File: config.mk
export PLATFORM = sky130hd
export DESIGN_NAME = uc_sequencer
export DESIGN_NICKNAME = d
export VERILOG_FILES = /design/src/rtl/uc_sequencer.sv
export SDC_FILE = /design/constraint.sdc
export NUM_CORES = 1
export LEC_CHECK = 0
export ABC_AREA = 0
export CAP_MARGIN = 10
export CORE_MARGIN = 2
export CORE_UTILIZATION = 40
export DETAILED_ROUTE_END_ITERATION = 16
export SYNTH_ARGS = -nofsm -noshare
export SYNTH_HDL_FRONTEND = slang
export SYNTH_SLANG_ARGS = --single-unit
File: constraint.sdc
create_clock -name clk -period 1.8 [get_ports clk]
set_input_delay 0.36 -clock clk [delete_from_list [all_inputs] [get_ports clk]]
set_output_delay 0.36 -clock clk [all_outputs]
set_load 0.01 [all_outputs]
File: src/rtl/uc_sequencer.sv
// Multi-cycle control unit for the X/Y/Z + ULA datapath: fetches the word at the PC,
// drives one EXEC cycle of transfer/ULA controls, then pulses pcEnable; supports WAIT and HALT.
module uc_sequencer #(
   parameter int OPW  = 4,
   parameter int VALW = 4
) (
   input  logic            clk,
   input  logic            reset,
   input  logic            run,
   input  logic [OPW-1:0]  memoryFunction,
   input  logic [VALW-1:0] memoryValue,
   output logic [1:0]      tX,
   output logic [1:0]      tY,
   output logic [1:0]      tZ,
   output logic            tULA,
   output logic            pcEnable,
   output logic            halted,
   output logic            illegal,
   output logic [2:0]      state
);

   typedef enum logic [2:0] {
      S_FETCH = 3'd0,
      S_EXEC  = 3'd1,
      S_NEXT  = 3'd2,
      S_WAIT  = 3'd3,
      S_HALT  = 3'd4
   } state_t;

   localparam logic [OPW-1:0] OP_NOP    = OPW'(0);
   localparam logic [OPW-1:0] OP_LDX    = OPW'(1);
   localparam logic [OPW-1:0] OP_ADD    = OPW'(2);
   localparam logic [OPW-1:0] OP_SUB    = OPW'(3);
   localparam logic [OPW-1:0] OP_MOVZ   = OPW'(4);
   localparam logic [OPW-1:0] OP_CLRX   = OPW'(5);
   localparam logic [OPW-1:0] OP_CLRY   = OPW'(6);
   localparam logic [OPW-1:0] OP_CLRZ   = OPW'(7);
   localparam logic [OPW-1:0] OP_CLRALL = OPW'(8);
   localparam logic [OPW-1:0] OP_WAIT   = OPW'(9);
   localparam logic [OPW-1:0] OP_HALT   = OPW'(15);

   localparam logic [1:0] T_HOLD  = 2'b00;
   localparam logic [1:0] T_LOAD  = 2'b01;
   localparam logic [1:0] T_CLEAR = 2'b10;

   state_t          cur_state;
   logic [OPW-1:0]  ir;
   logic [VALW-1:0] opr;
   logic [VALW-1:0] wait_cnt;

   assign state = cur_state;

   // Outputs are registered: the EXEC-cycle controls are decoded from the word being
   // latched into ir, so they appear exactly in the cycle ir holds that opcode.
   always_ff @(posedge clk or posedge reset) begin
      if (reset) begin
         cur_state <= S_FETCH;
         ir        <= '0;
         opr       <= '0;
         wait_cnt  <= '0;
         tX        <= T_HOLD;
         tY        <= T_HOLD;
         tZ        <= T_HOLD;
         tULA      <= 1'b0;
         pcEnable  <= 1'b0;
         halted    <= 1'b0;
         illegal   <= 1'b0;
      end else begin
         tX       <= T_HOLD;
         tY       <= T_HOLD;
         tZ       <= T_HOLD;
         tULA     <= 1'b0;
         pcEnable <= 1'b0;
         halted   <= 1'b0;
         illegal  <= 1'b0;
         case (cur_state)
            S_FETCH: begin
               if (run) begin
                  ir        <= memoryFunction;
                  opr       <= memoryValue;
                  cur_state <= S_EXEC;
                  case (memoryFunction)
                     OP_NOP, OP_WAIT, OP_HALT: ;
                     OP_LDX:  tX <= T_LOAD;
                     OP_ADD:  tY <= T_LOAD;
                     OP_SUB: begin
                        tULA <= 1'b1;
                        tY   <= T_LOAD;
                     end
                     OP_MOVZ: tZ <= T_LOAD;
                     OP_CLRX: tX <= T_CLEAR;
                     OP_CLRY: tY <= T_CLEAR;
                     OP_CLRZ: tZ <= T_CLEAR;
                     OP_CLRALL: begin
                        tX <= T_CLEAR;
                        tY <= T_CLEAR;
                        tZ <= T_CLEAR;
                     end
                     default: illegal <= 1'b1;
                  endcase
               end
            end
            S_EXEC: begin
               if (ir == OP_WAIT) begin
                  wait_cnt <= opr;
               end
               if (ir == OP_HALT) begin
                  cur_state <= S_HALT;
                  halted    <= 1'b1;
               end else if (ir == OP_WAIT && opr != '0) begin
                  cur_state <= S_WAIT;
               end else begin
                  cur_state <= S_NEXT;
                  pcEnable  <= 1'b1;
               end
            end
            // wait_cnt starts at OPR on WAIT entry, so OPR cycles pass before NEXT.
            S_WAIT: begin
               if (wait_cnt == VALW'(1)) begin
                  cur_state <= S_NEXT;
                  pcEnable  <= 1'b1;
               end else begin
                  wait_cnt <= wait_cnt - VALW'(1);
               end
            end
            S_NEXT: cur_state <= S_FETCH;
            S_HALT: halted <= 1'b1;
            default: cur_state <= S_FETCH;
         endcase
      end
   end

endmodule
==> metrics.yaml, run 1 <==
cts_hold_buf: 0
syn_to_final_growth_pct: 27.77
num-nonclk-buffers: 29
die_w_um: 58.23
mostFrequentLayoutCells: "nand2_1, clkdlybuf4s50_1, dfrtp_1"
met1Wirelength_mm: 1.075
worst-path-buf-inv: 1
ant_nets: 0
fin_crit_ns: 1.710
via_per_inst: 5.337
drv_slew: 0
adder_share_pct: 2.128
edf_count: 0
p_sw_mw: 0.6641
pre_cts_slack_ns: 0.01874
status: "finished, final reports clean"
worstRegToRegCells: 5
post-cts-setup-buffers: 0
flop_area_um2: 629.4
ys_seq_share_pct: 53.19
largest_cell_class: "flip-flops and latches"
pwr-share-seq_pct: 48.6
clock_cell_area_share_pct: 1.749
hold_class: "in -> async"
reg.largest.list: "ir: 4 flops, opr: 4 flops, wait_cnt: 4 flops"
power_leader: "registers"
cts-resized-gates: 2
met2WireLength_mm: 1.016
p_sw_share_pct: 36.12
gp_congestion: 0.7482
cts_tree: "done"
critical_path.startpoint_type: "register"
place_area_mm2: 0.001473
cp.arrival_ns: 1.35
synthCells: 116
yosys_warnings: 0
startpoint: "state[1]"
synth.distinct_cells: 35
clock_sinks: 25
layout_top_cell: "nand2_1"
floorplan.core_util_pct: 42.29
cp-end-kind: "output port"
rsz0062_at_grt: "no"
worst_hold_slack_ns: 0.3395
yosys-stat-cells: 116
ys_top_cells_by_count: "dfrtp_1, nand2_1, a21oi_1"
drc: 0
chipArea_mm2: 0.003390
clk_pin_slew_worst_paths_ns: 0.13
grt.busiest_layer: "met2"
num-multi-input-gates: 81
htree_num_levels: 1
regToRegSetupSlack_ns: 0.15
maxSlewHeadroom_pct: 71.46
cts_root_buf: "clkbuf_4"
grt_max_degree: 17
r2r_end: "wait_cnt[1]"
syn_area_mm2: 0.001176
use_met3_pct: 2.232
crit_end: "state[1]"
area_leaders: "dfrtp_1, nand2_1, a21oi_1"
ff_type: "dfrtp_1"
comb_area_um2: 514.2
num-clock-buffers: 4
xor_share_pct: 0
path_cells: "clkdlybuf4s50_1"
ioPinCount: 24
warning_count: 27
fin_nets: 158
finalSetupTns_ns: 0
ys_ff: 25
port_buffers: 23
synth_top_area_share_pct: 53.19
placedCellCount: 171
cts_buffers: 3
setup_viol: 0
crit_fanout: 9
gr-total-overflow: 0
cp_slowest_stage_delay_ns: 0.56
setup_slack_ns: 0.09038
logic_family: "simple AND/OR/NAND/NOR gates"
hpwl_mm: 1.688
flop-count: 25
inverters: 5
share_comb_of_total_power_pct: 37.6
clock_power_mw: 0.252
wl_met3_um: 113
slowest_stage: "clkdlybuf4s50_1"
design_area_mm2: 0.001503
grt_pass1_vias: 858
mux_share_pct: 3.830
synthAoiAreaFrac_pct: 10.64
bufAreaShareNonClock_pct: 18.32
dr.pass1.iters: 4
drt_iter0_drc: 26
nFillCells: 255
power_leakage_nw: 0.6659
power_mw: 1.838
yosys-stat-area_mm2: 0.001176
finalCritPeriodShare_pct: 94.98
simple_gate_area_share_pct: 26.60
crit_required_ns: 1.44
highest-signal-layer: "met4"
p_seq_mw: 0.894
clk_path_buf_depth: 2
fin_cells: 175
final_hold_viol_count: 0
critical-path-top-delay-family: "buffers and inverters"
fmax_ghz: 0.5849
met1_usage_pct: 21.46
antenna_found_initial: 0
comb_area_share_pct: 34.22
worstReg2RegStart: "wait_cnt[1]"
power.density_mw_per_mm2: 1223
tightest_slew_ns: 0.4242
async_flop_share_pct: 100.0
synth_top_cell_by_area: "dfrtp_1"
comb_cell_power_mw: 0.692
num_antenna_cells: 0
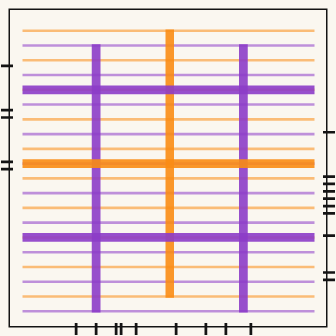
run_1/power_grid.png
Pins as bars on the die edge.
Orange marks VDD. Purple marks VSS.
3 straps on met5. The core has 19 rows. 3 straps on met4.
Worst VDD drop: 0.6940 mV
core box area: 0.002781 mm2
Die Y-Extent: 58.23 um

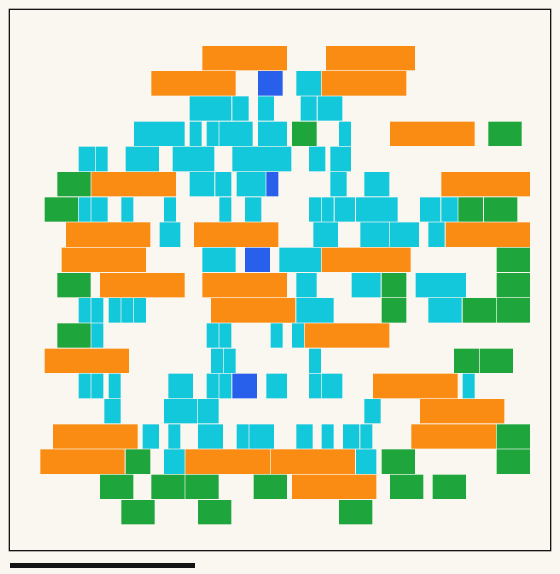
run_1/placement_by_type.png
The bar under the picture is 20 um long.
Green marks remaining buffers and delay cells, cells 29. Orange marks sequential cells, cells 25. Cyan marks combinational and other logic, cells 86. Blue marks clock drivers and dummy loads, cells 4.
Seq area share: 41.88%
post-layout util: 54.03%
number of core rows: 19

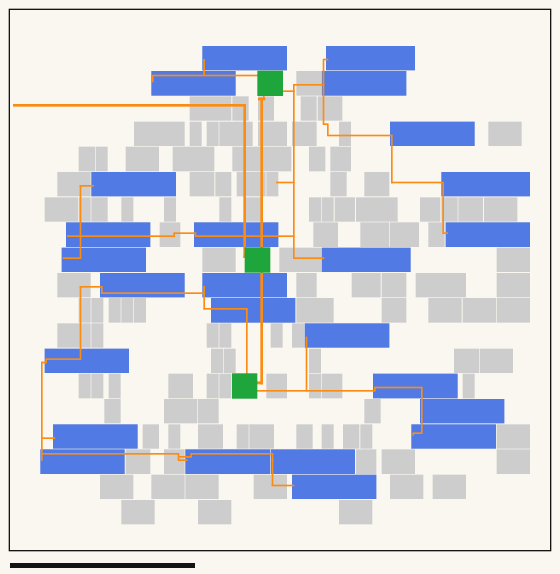
run_1/clk_routes.png
The bar under the picture is 20 um long.
Blue marks flip-flops, count 25. Green marks clock drivers, count 3. Orange marks clock wires, length 308 um.
Position of the flops: all over the die. There are 4 routed clock nets.
Clock Latency Late Sink: 0.32 ns
clock share of power: 13.7%
Final Skew: 0.002387 ns

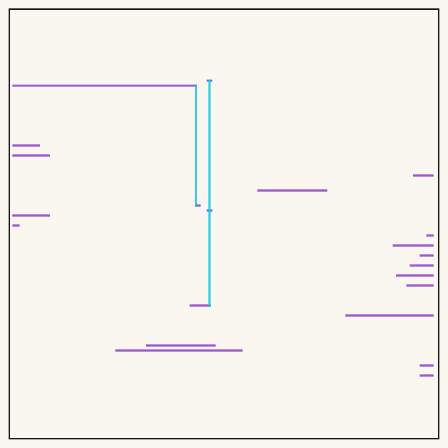
run_1/wires.png
Only two layers are drawn.
Cyan marks metal 4, wire length 46.9 um. Purple marks metal 3, wire length 114 um.
drt total wl: 2.251 mm
DR vias: 934
GRT Util Overall: 15.09%
DR WL/cell: 12.86 um

==> run 2, diff against run 1 <==
--- a/config.mk
+++ b/config.mk
@@ -7,7 +7,6 @@
 export LEC_CHECK = 0
 export ABC_AREA = 0
 export CAP_MARGIN = 10
-export CORE_MARGIN = 2
 export CORE_UTILIZATION = 40
 export DETAILED_ROUTE_END_ITERATION = 16
 export SYNTH_ARGS = -nofsm -noshare
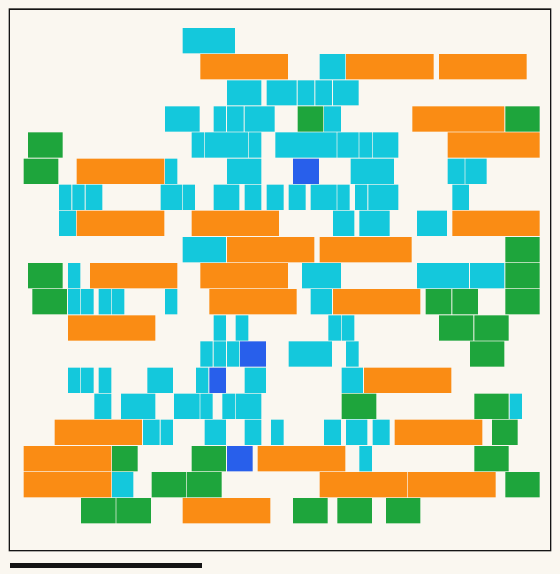
run_2/placement_by_type.png
The bar under the picture is 20 um long.
Orange marks sequential cells, cells 25. Cyan marks combinational and other logic, cells 86. Blue marks clock drivers and dummy loads, cells 4. Green marks remaining buffers and delay cells, cells 28.
post-layout util: 53.80%
final instance area: 0.001496 mm2

==> run 2 against run 1 <==
Net effect: non-clock buffer count decreased by 1; sequential power increased by 0.6%; global-route usage increased by 2.6 points; sequential share of layout area increased by 0.17 points; synthesized area unchanged; clock skew increased by 0.0080 ns.
==> metrics.yaml, run 2 <==
logic_family: "simple AND/OR/NAND/NOR gates"
reg.largest.list: "ir: 4 flops, opr: 4 flops, wait_cnt: 4 flops"
num-nonclk-buffers: 28  # -3.4%
ys_ff: 25  # unchanged
via_per_inst: 5.374  # +0.68%
clock_cell_area_share_pct: 1.839  # +0.091 points
worst_hold_slack_ns: 0.3551  # +0.01567 ns
grt.busiest_layer: "met2"
ioPinCount: 24  # unchanged
slowest_stage: "clkdlybuf4s50_1"
pwr-share-seq_pct: 48.3  # -0.3 points
ff_type: "dfrtp_1"
clk_pin_slew_worst_paths_ns: 0.15  # +0.02 ns
met1Wirelength_mm: 1.101  # +2.4%
fin_cells: 174  # -0.57%
r2r_end: "wait_cnt[1]"
mux_share_pct: 3.830  # unchanged
synth_top_cell_by_area: "dfrtp_1"
mostFrequentLayoutCells: "nand2_1, clkdlybuf4s50_1, dfrtp_1"
async_flop_share_pct: 100.0  # unchanged
hold_class: "in -> async"
floorplan.core_util_pct: 42.29  # unchanged
clk_path_buf_depth: 2  # unchanged
syn_area_mm2: 0.001176  # unchanged
setup_viol: 0  # unchanged
placedCellCount: 170  # -0.58%
drc: 0  # unchanged
crit_required_ns: 1.44  # about the same
vdd_drop_max_mv: 0.7689  # +11%
clk_latency_ns: 0.33  # about the same
grt_max_degree: 26  # +9
worstRegToRegCells: 5  # unchanged
area_leaders: "dfrtp_1, nand2_1, a21oi_1"
use_met3_pct: 3.023  # +0.79 points
drv_slew: 0  # unchanged
port_buffers: 23  # unchanged
critical_path.startpoint_type: "register"
fmax_ghz: 0.5805  # -0.76%
num-clock-buffers: 3  # -1
power_leakage_nw: 0.6638  # -0.31%
seq_share_pct: 42.06  # +0.17 points
finalSetupTns_ns: 0  # unchanged
cp_slowest_stage_delay_ns: 0.56  # about the same
antenna_found_initial: 0  # unchanged
clock_sinks: 25  # unchanged
comb_cell_power_mw: 0.701  # +1%
adder_share_pct: 2.128  # unchanged
ys_seq_share_pct: 53.19  # unchanged
power.density_mw_per_mm2: 1243  # +1.6%
crit_fanout: 9  # unchanged
regToRegSetupSlack_ns: 0.14  # about the same
synthCells: 116  # unchanged
bufAreaShareNonClock_pct: 17.89  # -0.43 points
clock_power_mw: 0.260  # +3%
p_sw_mw: 0.6889  # +3.7%
syn_to_final_growth_pct: 27.23
synth.distinct_cells: 35  # unchanged
wl_met3_um: 96  # -15%
finalCritPeriodShare_pct: 95.71  # +0.73 points
cp.arrival_ns: 1.36  # about the same
tightest_slew_ns: 0.4492  # +0.02499 ns
ys_top_cells_by_count: "dfrtp_1, nand2_1, a21oi_1"
path_cells: "clkdlybuf4s50_1"
status: "finished, final reports clean"
worst-path-buf-inv: 1  # unchanged
startpoint: "state[1]"
power_leader: "registers"
power_mw: 1.860  # +1.2%
share_comb_of_total_power_pct: 37.7  # about the same
cts_buffers: 3  # unchanged
chipArea_mm2: 0.003161  # -6.8%
dr.pass1.iters: 4  # unchanged
setup_slack_ns: 0.07727  # -0.01311 ns
cts_root_buf: "clkbuf_4"
hpwl_mm: 1.711  # +1.4%
layout_top_cell: "nand2_1"
post-cts-setup-buffers: 0  # unchanged
num_antenna_cells: 0  # unchanged
p_seq_mw: 0.899  # +0.6%
nFillCells: 261  # +2.4%
comb_area_um2: 514.2  # unchanged
highest-signal-layer: "met4"
gr-total-overflow: 0  # unchanged
place_area_mm2: 0.001465  # -0.51%
met2WireLength_mm: 1.068  # +5.1%
grt_pass1_vias: 903  # +5.2%
flop_area_um2: 629.4  # unchanged
xor_share_pct: 0  # unchanged
gp_congestion: 0.7350  # -1.8%
die_h_um: 56.23  # -3.4%
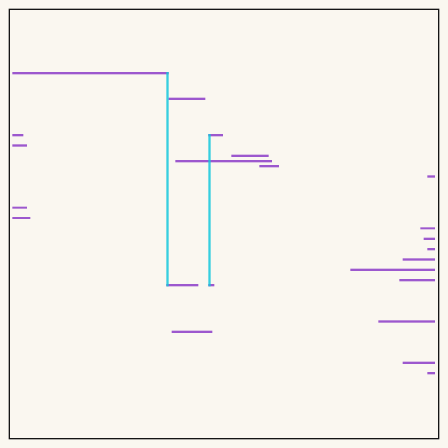
run_2/wires.png
Only two layers are drawn.
Purple marks metal 3, wire length 96.4 um. Cyan marks metal 4, wire length 47.6 um.
DR vias: 935
drt total wl: 2.313 mm
GRT Util Overall: 17.69%
DR WL/cell: 13.29 um

Power figures rest on the tool's default switching activity, not on a simulated workload.
